run_1/layer_met1.png
The bar under the picture is 50 µm long. Cells faint in the background.
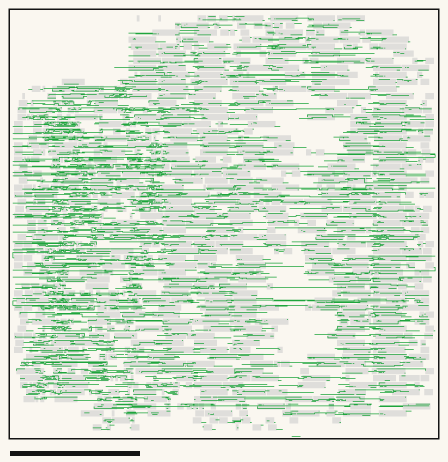
run_1/layer_met2.png
The bar under the picture is 50 µm long. Cells faint in the background.
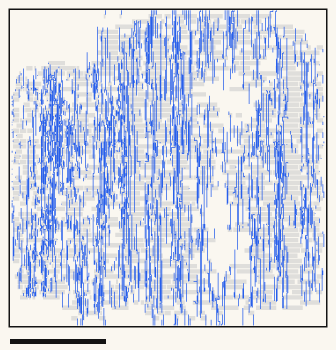
run_1/layer_met3.png
The bar under the picture is 50 µm long. Cells faint in the background.
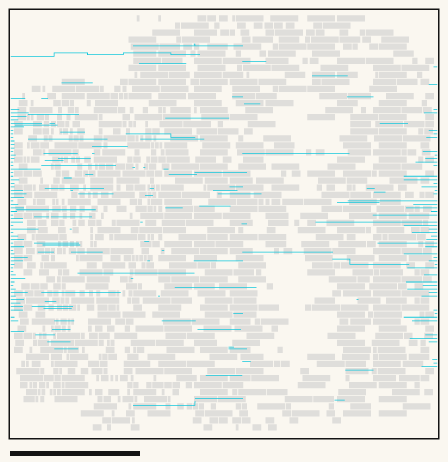
===== src/rtl/fetch_pkg.sv =====
// Shared definitions for the instruction fetch unit: FSM states,
// the sequential PC step and the default parameter values.
package fetch_pkg;

    // FETCH issues requests; DRAIN swallows responses that belong to a
    // fetch stream abandoned by a redirect.
    typedef enum logic {
        FETCH = 1'b0,
        DRAIN = 1'b1
    } fetch_state_e;

    localparam int unsigned PC_INC = 4;

    localparam int unsigned     DEFAULT_XLEN     = 32;
    localparam logic [63:0]     DEFAULT_RESET_PC = 64'h0;
    localparam int unsigned     DEFAULT_DEPTH    = 4;

endpackage


===== src/rtl/fetch_fifo.sv =====
// Synchronous FIFO holding fetched {pc, instruction} pairs. Flush wins
// over push and pop; the head reads as zero while the FIFO is empty.
module fetch_fifo #(
    parameter int unsigned DEPTH = 4,
    parameter int unsigned WIDTH = 64
) (
    input  logic                     clk,
    input  logic                     reset_n,
    input  logic                     flush,
    input  logic                     push,
    input  logic [WIDTH-1:0]         wr_data,
    input  logic                     pop,
    output logic [WIDTH-1:0]         rd_data,
    output logic [$clog2(DEPTH):0]   count,
    output logic                     full,
    output logic                     empty
);

    localparam int AW = $clog2(DEPTH);
    localparam int CW = AW + 1;

    logic [WIDTH-1:0] mem_q [DEPTH];
    logic [AW-1:0]    wr_ptr_q, wr_ptr_d;
    logic [AW-1:0]    rd_ptr_q, rd_ptr_d;
    logic [CW-1:0]    count_q, count_d;
    logic             do_push, do_pop;

    // Pointer and occupancy bookkeeping; a push into a full FIFO is only
    // accepted when the head leaves in the same cycle.
    always_comb begin
        full     = (count_q == CW'(DEPTH));
        empty    = (count_q == '0);
        do_pop   = pop && !empty && !flush;
        do_push  = push && (!full || do_pop) && !flush;
        wr_ptr_d = wr_ptr_q;
        rd_ptr_d = rd_ptr_q;
        count_d  = count_q;
        if (flush) begin
            wr_ptr_d = '0;
            rd_ptr_d = '0;
            count_d  = '0;
        end else begin
            wr_ptr_d = wr_ptr_q + AW'(do_push);
            rd_ptr_d = rd_ptr_q + AW'(do_pop);
            count_d  = count_q + CW'(do_push) - CW'(do_pop);
        end
        count   = count_q;
        rd_data = empty ? '0 : mem_q[rd_ptr_q];
    end

    // Control state registers, cleared asynchronously.
    always_ff @(posedge clk or negedge reset_n) begin
        if (!reset_n) begin
            wr_ptr_q <= '0;
            rd_ptr_q <= '0;
            count_q  <= '0;
        end else begin
            wr_ptr_q <= wr_ptr_d;
            rd_ptr_q <= rd_ptr_d;
            count_q  <= count_d;
        end
    end

    // Storage array; contents need no reset because empty masks the head.
    always_ff @(posedge clk) begin
        if (do_push) begin
            mem_q[wr_ptr_q] <= wr_data;
        end
    end

endmodule


===== src/rtl/fetch_unit.sv =====
// Instruction fetch unit: issues sequential word fetches under a credit
// limit, buffers in-order responses with their PCs, and handles redirects
// by flushing the buffer and discarding responses still in flight.
module fetch_unit
    import fetch_pkg::*;
#(
    parameter int unsigned      XLEN     = DEFAULT_XLEN,
    parameter logic [XLEN-1:0]  RESET_PC = XLEN'(DEFAULT_RESET_PC),
    parameter int unsigned      DEPTH    = DEFAULT_DEPTH
) (
    input  logic             clk,
    input  logic             reset_n,
    output logic             req_valid,
    input  logic             req_ready,
    output logic [XLEN-1:0]  req_addr,
    input  logic             resp_valid,
    input  logic [XLEN-1:0]  resp_data,
    output logic             inst_valid,
    input  logic             inst_ready,
    output logic [XLEN-1:0]  inst_data,
    output logic [XLEN-1:0]  inst_pc,
    input  logic             redirect_valid,
    input  logic [XLEN-1:0]  redirect_pc
);

    localparam int          CW         = $clog2(DEPTH) + 1;
    localparam logic [CW:0] CREDIT_CAP = (CW+1)'(DEPTH);
    localparam logic [XLEN-1:0] ALIGN_MASK = ~XLEN'(PC_INC - 1);

    fetch_state_e      state_q, state_d;
    logic [XLEN-1:0]   fetch_pc_q, fetch_pc_d;
    logic [XLEN-1:0]   resp_pc_q, resp_pc_d;
    logic [CW-1:0]     outstanding_q, outstanding_d;
    logic [CW-1:0]     discard_q, discard_d;

    logic [CW-1:0]     fifo_count;
    logic              fifo_full, fifo_empty;
    logic [2*XLEN-1:0] fifo_rd_data;
    logic              fifo_push, fifo_pop;
    logic              req_fire;
    logic [CW:0]       credit_used;

    // Request gating and buffer handshakes; a redirect blocks all of them,
    // and the request is held off while reset is asserted.
    always_comb begin
        credit_used = {1'b0, fifo_count} + {1'b0, outstanding_q};
        req_valid   = reset_n && (state_q == FETCH) && !redirect_valid
                      && (credit_used < CREDIT_CAP);
        req_addr    = fetch_pc_q;
        req_fire    = req_valid && req_ready;
        fifo_push   = resp_valid && (state_q == FETCH) && !redirect_valid;
        fifo_pop    = !fifo_empty && inst_ready && !redirect_valid;
        inst_valid  = !fifo_empty;
        inst_pc     = fifo_rd_data[2*XLEN-1:XLEN];
        inst_data   = fifo_rd_data[XLEN-1:0];
    end

    // Next-state logic: resp_pc tracks the PC of the next kept response,
    // which after a redirect restarts at the redirect target.
    always_comb begin
        state_d       = state_q;
        fetch_pc_d    = fetch_pc_q;
        resp_pc_d     = resp_pc_q;
        discard_d     = discard_q;
        outstanding_d = outstanding_q + CW'(req_fire) - CW'(resp_valid);
        if (redirect_valid) begin
            fetch_pc_d = redirect_pc & ALIGN_MASK;
            resp_pc_d  = redirect_pc & ALIGN_MASK;
            discard_d  = outstanding_d;
            state_d    = (outstanding_d != '0) ? DRAIN : FETCH;
        end else begin
            case (state_q)
                FETCH: begin
                    if (req_fire) begin
                        fetch_pc_d = fetch_pc_q + XLEN'(PC_INC);
                    end
                    if (fifo_push) begin
                        resp_pc_d = resp_pc_q + XLEN'(PC_INC);
                    end
                end
                DRAIN: begin
                    if (resp_valid && (discard_q != '0)) begin
                        discard_d = discard_q - CW'(1);
                    end
                    if (discard_d == '0) begin
                        state_d = FETCH;
                    end
                end
                default: state_d = FETCH;
            endcase
        end
    end

    // FSM and counter registers.
    always_ff @(posedge clk or negedge reset_n) begin
        if (!reset_n) begin
            state_q       <= FETCH;
            fetch_pc_q    <= RESET_PC;
            resp_pc_q     <= RESET_PC;
            outstanding_q <= '0;
            discard_q     <= '0;
        end else begin
            state_q       <= state_d;
            fetch_pc_q    <= fetch_pc_d;
            resp_pc_q     <= resp_pc_d;
            outstanding_q <= outstanding_d;
            discard_q     <= discard_d;
        end
    end

    // The credit limit must keep every kept response within buffer space.
    always_ff @(posedge clk) begin
        if (reset_n) begin
            assert (!(fifo_push && fifo_full && !fifo_pop));
        end
    end

    fetch_fifo #(
        .DEPTH (DEPTH),
        .WIDTH (2*XLEN)
    ) u_fifo (
        .clk     (clk),
        .reset_n (reset_n),
        .flush   (redirect_valid),
        .push    (fifo_push),
        .wr_data ({resp_pc_q, resp_data}),
        .pop     (fifo_pop),
        .rd_data (fifo_rd_data),
        .count   (fifo_count),
        .full    (fifo_full),
        .empty   (fifo_empty)
    );

endmodule


===== config.mk =====
export PLATFORM = sky130hd
export DESIGN_NAME = fetch_unit
export DESIGN_NICKNAME = d
export VERILOG_FILES = /design/src/rtl/fetch_pkg.sv /design/src/rtl/fetch_fifo.sv /design/src/rtl/fetch_unit.sv
export SDC_FILE = /design/constraint.sdc
export NUM_CORES = 1
export LEC_CHECK = 0
export CORE_UTILIZATION = 51
export CTS_CLUSTER_DIAMETER = 80
export DETAILED_ROUTE_END_ITERATION = 7
export HOLD_SLACK_MARGIN = 0.06
export PLACE_DENSITY = 0.8
export RECOVER_POWER = 100
export SYNTH_ARGS = -nofsm -noshare
export SYNTH_HDL_FRONTEND = slang
export SYNTH_SLANG_ARGS = --single-unit

===== constraint.sdc =====
create_clock -name clk -period 8.34 [get_ports clk]
set_input_delay 1.668 -clock clk [delete_from_list [all_inputs] [get_ports clk]]
set_output_delay 1.668 -clock clk [all_outputs]
set_load 0.02 [all_outputs]

==> impl_metrics.json, run 1 <==
{
  "status": "complete, but fails checks",
  "violations": "max-capacitance violations, max-slew violations",
  "buf_share": 0.100,
  "inv_count": 23,
  "n_clock_buffer": 43,
  "fillers": 1838,
  "tritoncts": "built",
  "swShare": 0.290,
  "grt_util_met1": 0.283,
  "clkPwrFrac": 0.315,
  "grt_setup_unrepaired": "false",
  "met2_usage": 0.347,
  "sh_seq_area": 0.564,
  "cts_buffer_depth": 3,
  "dp_cells": 1300,
  "ys_types": 50,
  "peakVddDrop_mv": 0.254,
  "combPwrFrac": 0.247,
  "tns_ns": 0,
  "clock-sinks": 322,
  "die_width_um": 165,
  "yosysWarningCount": 0,
  "clockRootBuffer": "clkbuf_16",
  "wl_met2_um": 13300,
  "worstSkewPairLatency_ns": 0.54,
  "syn_area_um2": 13600,
  "ioPinCount": 168,
  "timing.hold.ws_ns": 0.562,
  "synthArstFlopShare": 0.230,
  "grt_pass1_vias": 7943,
  "clk_share": 0.0626,
  "top_cells_by_area": "edfxtp_1, dfrtp_1, mux4_2",
  "routedWlPerCell_um": 20.1,
  "gr-total-overflow": 0,
  "row_count": 59,
  "worstHoldStart": "req_addr[17]",
  "initCoreUtil": 0.521,
  "comb_share": 0.242,
  "path_class": "in -> out",
  "cp_num_buf_inv": 3,
  "p_int_w": 0.00313,
  "drt_iter0_drc": 492,
  "layoutNonFillerInstCount": 1357,
  "synth.top_cells.by_count": "edfxtp_1, dfrtp_1, nor2b_1",
  "core_um2": 26100,
  "grt_busiest_layer": "met2",
  "max_stage_delay_ns": 1.79,
  "synth_flops": 322,
  "setup-violations-final": 0,
  "worstMarginPinSlew_ns": 3.16,
  "highest_layer": "met4",
  "grt_max_degree": 64,
  "crit_path_end_kind": "primary output",
  "ff_type": "edfxtp_1",
  "power_switching_w": 0.00128,
  "skew_ns": 0.00945,
  "max_freq_mhz": 157,
  "synthCells": 836,
  "slew_violations": 230,
  "multi_input_comb_cells": 450,
  "antenna_found_initial": 0,
  "yosys.area.top_type": "edfxtp_1",
  "hold_viol_final": 0,
  "ff_latch_area_um2": 9300,
  "layout_top_cells": "edfxtp_1, dlygate4sd3_1, dfrtp_1",
  "startpoint": "redirect_valid",
  "grt_pass1_wl_um": 42600,
  "hold_class": "reg -> reg",
  "critPathSlowestCell": "clkbuf_1",
  "insertedDiodeCount": 0,
  "cts_made_buffers": 31,
  "ys_chip_area_um2": 13600,
  "power_leakage_nw": 5.73,
  "cp-start-kind": "primary input",
  "crit_chain": "buf_2 -> clkbuf_1 -> nor2_1 -> and3_1 -> dlygate4sd3_1",
  "syn-mean-instance-area_um2": 16.2,
  "hold_buffers": 0,
  "required_ns": 6.67,
  "post_cts_buffers": 0,
  "drive_gt1_frac": 0.144,
  "ctsResizeCount": 0,
  "htreeDepth": 1,
  "pwr-share-seq": 0.438,
  "route.detailed.drc": 0,
  "netlist.area_leader.share": 0.549,
  "dp_hpwl_um": 17100,
  "critPathTopFamily": "buffers and inverters",
  "die_area_um2": 27300,
  "globalplace.congestion": 0.859,
  "vias_per_cell": 5.72,
  "grtUsageTotal": 0.205,
  "io_buffers": 161,
  "nNetsFinal": 1082,
  "syn2layout_area_growth_pct": 21.6,
  "cts.clk_slew.worst_paths_ns": 0.06,
  "edf_count": 248,
  "drtAntennaViolNets": 0,
  "maxCapViolations": 5,
  "r2r-start": "u_fifo.count[1]",
  "postSynthSeqShare": 0.685,
  "buffers": 170,
  "most_common_cell": "edfxtp_1",
  "synth_stat.cells": 836,
  "r2r_slack_ns": 3.39,
  "finalCritPeriodShare": 0.765,
  "dominant_cells": "sequential cells",
  "firstDrtPassIters": 5,
  "wl_met3_um": 1680,
  "fin_crit_ns": 6.38,
  "relSlewSlack": -1.11,
  "arrival_ns": 4.72,
  "cp_max_fo": 61,
  "die.size.y_um": 165,
  "final_common_cell": "edfxtp_1",
  "n_tap_cell": 335,
  "design.seq.count": 322,
  "tool_warnings": 29,
  "drt-met1-wl_um": 11700,
  "cellPowerDensity_nw_per_um2": 267,
  "logic_area_um2": 4000
}
Notes on layer_met1.png above:
The longest straight run is 61.9 µm. The wires run mostly horizontal. 950 nets have wire on it. The layer holds 43% of the routed length. The layer carries 11700 µm of wire.

Notes on layer_met2.png above:
The wires run mostly vertical. The longest straight run is 70.9 µm. The layer holds 49% of the routed length.

Notes on layer_met3.png above:
The wires run mostly horizontal. The longest straight run is 46.7 µm.
WL final: 27200 µm
via count: 7759
met3 GRT Util: 0.0277

==> run 1: worst paths after layout <==
path / endpoint / depth (start not counted)
worst max-delay path: req_valid / 5
worst min-delay path: req_addr[17] / 1
worst max register to register: u_fifo.count[2] / 12
worst min register to register: req_addr[17] / 1
max in group asynchronous: u_fifo.rd_ptr_q[0] / 2
min in group asynchronous: req_addr[17] / 1
==> run 1: power groups by stage <==
stage          logic [W]  registers (W)  clock network (W)
2_1_floorplan   0.000659        0.00194                  0
5_1_grt          0.00119        0.00195            0.00147
4_1_cts          0.00117        0.00193            0.00141
6_report         0.00109        0.00193            0.00139
3_5_place_dp     0.00116        0.00196                  0
3_3_place_gp     0.00114        0.00196                  0
==> run 1: through the flow <==
step,total power [W],util,area (µm²),setup WS [ns]
global placement,0.00310,0.595,15500,2.92
global route,0.00460,0.633,16500,1.64
finish,0.00441,0.633,16500,1.96
CTS,0.00451,0.634,16500,3.16
detailed placement,0.00313,0.595,15500,2.80
floorplan,0.00260,-,13600,0.949
==> run 1: state kept, by name, indices dropped and copies added (netlist names) <==
signal	flops
u_fifo.rd_ptr_q	2
state_q	1
req_addr	30
u_fifo.count	3
u_fifo.wr_ptr_q	2
outstanding_q	3
resp_pc_q	30
u_fifo.mem_q	248
discard_q	3
==> run 1: logic make-up (layout without fill, tap and decap cells) <==
group                    Yosys count  in the layout  synth area share
AND-OR/OR-AND                     73             73            0.0338
XOR/XNOR                          44             44            0.0284
adder cells (fa/ha/maj)           14             14            0.0140
buffers and inverters             67            250            0.0211
flip-flops                       322            322             0.685
multiplexers                      80             80             0.117
other                              1              4          0.000276
AND/OR/NAND/NOR                  235            235            0.0997
## Run 2: what changed since run 1
--- a/config.mk
+++ b/config.mk
@@ -5,11 +5,11 @@
 export SDC_FILE = /design/constraint.sdc
 export NUM_CORES = 1
 export LEC_CHECK = 0
-export CORE_UTILIZATION = 51
+export CORE_UTILIZATION = 50
 export CTS_CLUSTER_DIAMETER = 80
 export DETAILED_ROUTE_END_ITERATION = 7
 export HOLD_SLACK_MARGIN = 0.06
-export PLACE_DENSITY = 0.8
+export PLACE_DENSITY = 0.82
 export RECOVER_POWER = 100
 export SYNTH_ARGS = -nofsm -noshare
 export SYNTH_HDL_FRONTEND = slang
==> constraint.sdc (replaced) <==
create_clock -name clk -period 5.4 [get_ports clk]
set_input_delay 1.08 -clock clk [delete_from_list [all_inputs] [get_ports clk]]
set_output_delay 1.08 -clock clk [all_outputs]
set_load 0.02 [all_outputs]
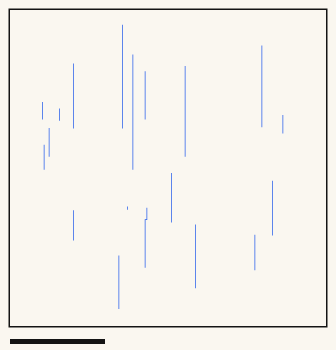
run_2/layer_met4.png
The bar under the picture is 50 µm long.
The wires run mostly vertical. 10 nets have wire on it. The longest straight run is 60.5 µm.

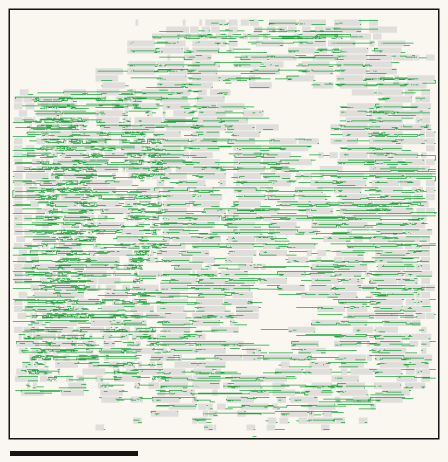
run_2/layer_met1.png
The bar under the picture is 50 µm long. Cells faint in the background.
The layer carries 11800 µm of wire. The layer holds 44% of the routed length. The longest straight run is 48.3 µm. 962 nets have wire on it.
WL final: 26900 µm
via count: 7872
routing usage on met1: 0.282

==> run 2 against run 1 <==
Against the previous run: the run still ends with max-capacitance violations, max-slew violations left; first-iteration DRC count up 44%; synthesized cell count unchanged; combinational power grew 54%; die area up 2.0%; wire length decreased by 1.3%; utilization down 0.57 points; sequential power increased by 55%; power rose by 57%.
==> impl_metrics.json, run 2 <==
{
  "status": "complete, but fails checks",
  "violations": "max-capacitance violations, max-slew violations",
  "io_buffers": 161,
  "route.detailed.drc": 0,
  "timing.hold.ws_ns": 0.556,
  "syn-mean-instance-area_um2": 16.2,
  "crit_chain": "buf_12 -> mux4_2 -> nor2b_1 -> clkdlybuf4s50_1",
  "core_um2": 26400,
  "critPathSlowestCell": "dfrtp_2",
  "max_stage_delay_ns": 1.32,
  "r2r_cells": 13,
  "grt_setup_unrepaired": "false",
  "max_freq_mhz": 218,
  "cts.clk_slew.worst_paths_ns": 0.06,
  "yosysWarningCount": 0,
  "htreeDepth": 1,
  "grt_max_degree": 75,
  "startpoint": "u_fifo.rd_ptr_q[0]",
  "cts_made_buffers": 31,
  "synth_stat.cells": 836,
  "dp_hpwl_um": 16500,
  "grt_pass1_vias": 8000,
  "grt_pass1_wl_um": 43200,
  "hold_class": "reg -> reg",
  "r2r_end": "state_q",
  "r2r-start": "u_fifo.count[1]",
  "maxCapViolations": 2,
  "hold_viol_final": 0,
  "fin_crit_ns": 4.59,
  "gr-total-overflow": 0,
  "synth_flops": 322,
  "critPathTopFamily": "flip-flops",
  "hold_buffers": 0,
  "finalCritPeriodShare": 0.849,
  "edf_count": 248,
  "slew_violations": 126,
  "worst_slack_ns": 0.814,
  "ys_types": 50,
  "yosys.area.top_type": "edfxtp_1",
  "path_class": "reg -> out",
  "largest_reg_flops": 248,
  "r2r_slack_ns": 0.87,
  "syn2layout_area_growth_pct": 21.9,
  "initCoreUtil": 0.515,
  "regMostFlops": "u_fifo.mem_q",
  "row_count": 59,
  "cp.depth": 4,
  "tritoncts": "built",
  "power_leakage_nw": 5.68,
  "tool_warnings": 29,
  "setup-violations-final": 0,
  "dp_slack_ns": 1.58,
  "cts_buffer_depth": 3,
  "synthArstFlopShare": 0.230,
  "skew_ns": 0.0100,
  "cellPowerDensity_nw_per_um2": 418,
  "clock-sinks": 322,
  "ff_type": "edfxtp_1",
  "crit_path_end_kind": "primary output",
  "cp_max_fo": 41,
  "peakVddDrop_mv": 0.306,
  "postSynthSeqShare": 0.685,
  "ctsResizeCount": 0
}
[run 2: where the power goes]
group	total, W	switching (W)	internal [W]
combinational	0.00168	0.000902	0.000775
clock	0.00224	0.000886	0.00135
sequential	0.00300	0.000180	0.00282
[run 2: cell families after synthesis]
logic type,share of synthesized area
DFF,0.685
and+or+nand+nor,0.0997
other,0.000276
muxes,0.117
buffers and inverters,0.0211
adders and majority gates,0.0140
AOI/OAI and AO/OA,0.0338
xor gates and xnor gates,0.0284
[run 2: how the worst min path moves through the flow]
stage / startpoint / endpoint / slack, ns / cells past startpoint
finish: req_addr[17] / req_addr[17] / 0.56 / 1
global route: req_addr[17] / req_addr[17] / 0.59 / 1
CTS: req_addr[9] / req_addr[9] / 0.56 / 1
detailed placement: req_addr[9] / req_addr[9] / 0.55 / 1
global placement: req_addr[9] / req_addr[9] / 0.53 / 1
floorplan: resp_pc_q[8] / u_fifo.mem_q[0][40] / 0.49 / 0
[run 2: area by class of cell]
type                    count  area, µm²
well taps                 335        419
multi-input cells         450       3970
fillers                  1896       9820
repair buffers            173       1680
flip-flops and latches    322       9300
diodes                      1       2.50
inverters                  23       86.3
clock buffers              43        903
clock inverters            14        173
[run 2: metrics by stage]
step | std cells | util | power (W)
finish | 1361 | 0.627 | 0.00691
global route | 1360 | 0.627 | 0.00722
CTS | 1360 | 0.631 | 0.00705
detailed placement | 1303 | 0.590 | 0.00482
global placement | 1303 | 0.590 | 0.00479
floorplan | 839 | - | 0.00401
[run 2: routing by layer]
metal | up-vias | routed length, µm | track usage
met3 | 49 | 1780 | 0.0290
met5 | - | 0 | 0
met4 | 0 | 500 | 0.0463
met1 | 3951 | 11800 | 0.282
met2 | 330 | 12800 | 0.323
li1 | 3542 | - | -
Power and IR drop assume default switching activity.
